[src/rtl/debounced_synchronizer.sv]
// Multi-channel synchronizer with per-channel debounce filter and edge strobes.
// Optional rejected-glitch counter enabled by DEBOUNCED_SYNCHRONIZER_GLITCH_COUNT_EN.
module debounced_synchronizer #(
  parameter int unsigned       WIDTH            = 1,
  parameter int unsigned       SYNC_DEPTH       = 2,
  parameter int unsigned       DEBOUNCE_CYCLES  = 1,
  parameter logic [WIDTH-1:0]  RESET_VALUE      = '0,
  parameter int unsigned       GLITCH_CNT_WIDTH = 16
) (
  input  logic                        clk,
  input  logic                        rst,
  input  logic [WIDTH-1:0]            in,
  output logic [WIDTH-1:0]            out,
  output logic [WIDTH-1:0]            rising_edge,
  output logic [WIDTH-1:0]            falling_edge,
  output logic                        any_edge
`ifdef DEBOUNCED_SYNCHRONIZER_GLITCH_COUNT_EN
  ,
  output logic [GLITCH_CNT_WIDTH-1:0] glitch_count,
  input  logic                        glitch_clear
`endif
);

  localparam int unsigned    CW       = $clog2(DEBOUNCE_CYCLES + 1);
  localparam logic [CW-1:0]  CNT_LAST = CW'(DEBOUNCE_CYCLES - 1);

  typedef enum logic {STABLE, PENDING} ch_state_e;

  logic [WIDTH-1:0] chain [SYNC_DEPTH];
  logic [WIDTH-1:0] sync;
  logic [WIDTH-1:0] out_prev;
  logic [WIDTH-1:0] out_next;
  logic [CW-1:0]    cnt      [WIDTH];
  logic [CW-1:0]    cnt_next [WIDTH];
  ch_state_e        state    [WIDTH];

  always_ff @(posedge clk or posedge rst) begin
    if (rst) begin
      for (int unsigned s = 0; s < SYNC_DEPTH; s++) chain[s] <= RESET_VALUE;
    end else begin
      chain[0] <= in;
      for (int unsigned s = 1; s < SYNC_DEPTH; s++) chain[s] <= chain[s-1];
    end
  end

  assign sync = chain[SYNC_DEPTH-1];

  // The per-channel state is implied by the counter: nonzero means a change is pending.
  always_comb begin
    out_next = out;
    for (int unsigned i = 0; i < WIDTH; i++) begin
      state[i]    = (cnt[i] == '0) ? STABLE : PENDING;
      cnt_next[i] = '0;
      unique case (state[i])
        STABLE: begin
          if (sync[i] != out[i]) begin
            if (CNT_LAST == '0) out_next[i] = sync[i];
            else                cnt_next[i] = CW'(1);
          end
        end
        PENDING: begin
          if (sync[i] != out[i]) begin
            if (cnt[i] == CNT_LAST) out_next[i] = sync[i];
            else                    cnt_next[i] = cnt[i] + CW'(1);
          end
        end
        default: cnt_next[i] = '0;
      endcase
    end
  end

  always_ff @(posedge clk or posedge rst) begin
    if (rst) begin
      out      <= RESET_VALUE;
      out_prev <= RESET_VALUE;
      for (int unsigned i = 0; i < WIDTH; i++) cnt[i] <= '0;
    end else begin
      out      <= out_next;
      out_prev <= out;
      for (int unsigned i = 0; i < WIDTH; i++) cnt[i] <= cnt_next[i];
    end
  end

  assign rising_edge  = out & ~out_prev;
  assign falling_edge = ~out & out_prev;
  assign any_edge     = |(rising_edge | falling_edge);

`ifdef DEBOUNCED_SYNCHRONIZER_GLITCH_COUNT_EN
  localparam int unsigned NW = $clog2(WIDTH + 1);
  localparam int unsigned SW = GLITCH_CNT_WIDTH + NW;

  logic [WIDTH-1:0] revert;
  logic [NW-1:0]    n_revert;
  logic [SW-1:0]    glitch_sum;

  // Widened sum lets saturation be detected from the carry bits.
  always_comb begin
    n_revert = '0;
    for (int unsigned i = 0; i < WIDTH; i++) begin
      revert[i] = (state[i] == PENDING) && (sync[i] == out[i]);
      n_revert  = n_revert + NW'(revert[i]);
    end
    glitch_sum = SW'(glitch_count) + SW'(n_revert);
  end

  always_ff @(posedge clk or posedge rst) begin
    if (rst)                                         glitch_count <= '0;
    else if (glitch_clear)                           glitch_count <= '0;
    else if (glitch_sum[SW-1:GLITCH_CNT_WIDTH] != '0) glitch_count <= '1;
    else                                             glitch_count <= glitch_sum[GLITCH_CNT_WIDTH-1:0];
  end
`endif

endmodule

[config.mk]
export PLATFORM = sky130hd
export DESIGN_NAME = debounced_synchronizer
export DESIGN_NICKNAME = d
export VERILOG_FILES = /design/src/rtl/debounced_synchronizer.sv
export SDC_FILE = /design/constraint.sdc
export NUM_CORES = 1
export LEC_CHECK = 0
export ABC_AREA = 1
export CORE_AREA = 4 4 41 43
export DETAILED_ROUTE_END_ITERATION = 8
export DIE_AREA = 0 0 45 47
export HOLD_SLACK_MARGIN = 0.1
export PLACE_DENSITY = 0.36
export SLEW_MARGIN = 5
export SYNTH_ARGS = -nofsm -noshare
export SYNTH_HDL_FRONTEND = slang
export SYNTH_SLANG_ARGS = --single-unit
[constraint.sdc]
create_clock -name clk -period 0.8 [get_ports clk]
set_clock_uncertainty 0.05 [all_clocks]
set_input_delay 0.08 -clock clk [delete_from_list [all_inputs] [get_ports clk]]
set_output_delay 0.08 -clock clk [all_outputs]
set_load 0.02 [all_outputs]
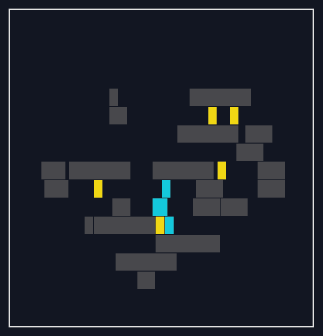
Fig. 1. Logic cells by family.
colour	family	cells	most used
yellow	inverters	5	inv_1
cyan	NAND gates	3	nand2_1

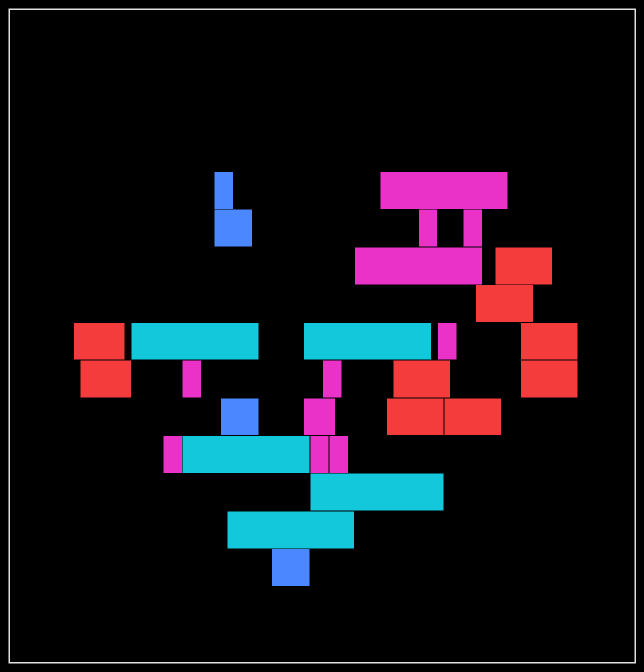
Fig. 2. Cells coloured by class.
colour	class	cells
cyan	flip-flops	5
blue	clock drivers and dummy loads	4
red	other buffers and delay cells	9
magenta	all other logic	11
fin util: 0.2740
Core ar.: 1301 um^2
Row Count: 13
Seq/total area: 0.3544

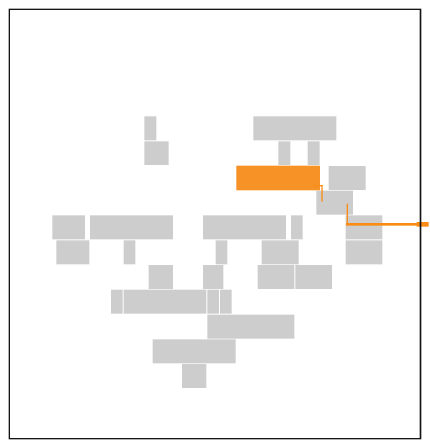
Fig. 3. Nets reached from selected ports.
colour	port	direction	end cells	wire
orange	`rising_edge`	output	1	12.4 um
IO Pins: 7
IO buf count: 6

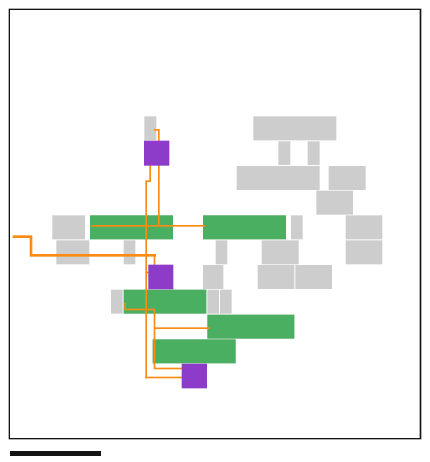
Fig. 4. Clock network drawn from the DEF.
Scale bar: 10 um.
[orange] clock wires | length: 95.6 um
[purple] cells driving clock nets | count: 3
[green] flip-flops | count: 5
routed clock nets	4
clock-net power: 0.289 mW
Latency at later pin: 240 ps
Clock power frac: 0.388

==> impl_metrics.tcl <==
# place-and-route summary
set metrics [dict create \
    synthDistinctLibCells 5 \
    grt_pass1_wl_um 503 \
    setup_viol 6 \
    fin_setup_tns_ps -1450 \
    critPathLaunch "out_prev$_DFF_PP0_" \
    nClkBuffers 4 \
    finalNonFillerCells 44 \
    cts.sinks 5 \
    wl_met3_um 41 \
    use_met3 0.02299 \
    cts_tree "yes" \
    grt_use_met1 0.02995 \
    worstReg2RegStart "out$_DFFE_PP0P_" \
    p_seq_mw 0.283 \
    clkTransAtPathRegs_ps 40 \
    critPathRequiredTime_ps 670 \
    dr.pass1.iters 1 \
    ys_seq_frac 0.6803 \
    postCtsSetupBuffers 1 \
    power.leakage_nw 0.1744 \
    die_x_um 45 \
    cp_slowest_cell "dfrtp_1" \
    grt_util_met2 0.05367 \
    crit_path_max_fanout 2 \
    r2r_slack_ps -90 \
    worst-path-stages 3 \
    dominant-cell-class "sequential cells" \
    layout.area.comb_um2 67.56 \
    fp_nets 21 \
    tap_cells 15 \
    violations "negative hold slack, negative setup slack" \
    die_area_um2 2115 \
    fp_util 0.1413 \
    ff_type "dfrtp_1" \
    max_stage_delay_ps 400 \
    wl_met2_um 166 \
    buffers 9 \
    buf_share 0.2772 \
    grt-ovfl-total 0 \
    root_buffer "clkbuf_4" \
    die_height_um 47 \
    setup_slack_ps -387.1 \
    largest_area_cell "dfrtp_1" \
    cts_max_level 1 \
    routabilityCongestion 0.6544 \
    first_global_vias 137 \
    netSwitchingFraction 0.2539 \
    power.density_nw_per_um2 2091 \
    syn_avg_cell_area_um2 11.50 \
    power.share.sequential 0.380 \
    ir_drop_mv 0.5046 \
    dpl-instance-area_um2 284.0 \
    inverters 5 \
    yosysChipArea_um2 183.9 \
    powerComb_mw 0.173 \
    hold_ws_ps -11.59 \
    finalHoldViolCount 5 \
    synth_flops 5 \
    final.period_utilization 1.484 \
    p_int_mw 0.5562 \
    setup.worst_path.end "any_edge" \
    placed_cells 38 \
    drt_wl_total_um 320 \
    top_cell_area_share 0.6803 \
    area_leaders "dfrtp_1 (68%), ha_1 (14%), inv_1 (10%)" \
    flops 5 \
    async_flop_share 1.000 \
    syn-cell-area_um2 183.9 \
    rr_worst_depth 4 \
    antenna_cells 0 \
    antenna_found_initial 0 \
    cts_buffer_depth 2 \
    path_class "register to output pin" \
    min_period_ps 1187 \
    grt_setup_unrepaired "true" \
    power.total_mw 0.7455 \
    warnings 32 \
    ant_nets 0 \
    hold_class "input port to async pin" \
    fmax_mhz 842.4 \
    report.final.slew_viol_count 0 \
    grt.busiest_layer "met4" \
    comb_power_share 0.232 \
    drive_gt1_frac 0.5517 \
    status "finished, violations left" \
    wl_met1_um 112 \
    vias 135 \
    top_cells_by_count "dfrtp_1 (5), inv_1 (5), nand2_1 (3)" \
    drt_iter0_markers 0 \
]
[sequential cells by signal, indices dropped and copies added (netlist names)]
register / flops
cnt: 1
sync: 1
out: 1
chain: 1
out_prev: 1
[cells in the final DEF, fill, tap and decap left out]
cell,instances
dfrtp_2,1
inv_1,3
nand2_1,2
dfrtp_1,4
nand2_2,1
buf_6,7
conb_1,1
clkbuf_4,3
clkdlybuf4s50_1,2
ha_4,2
inv_2,2
clkbuf_1,1
[cells by family (layout without fill, tap and decap cells)]
logic type	count (synthesis)	in the layout	share of synthesized area
adders and majority gates	2	2	0.1360
and+or+nand+nor	3	3	0.06122
buffers and inverters	5	18	0.1021
other	1	1	0.02039
DFF	5	5	0.6803
Power and IR drop assume default switching activity.
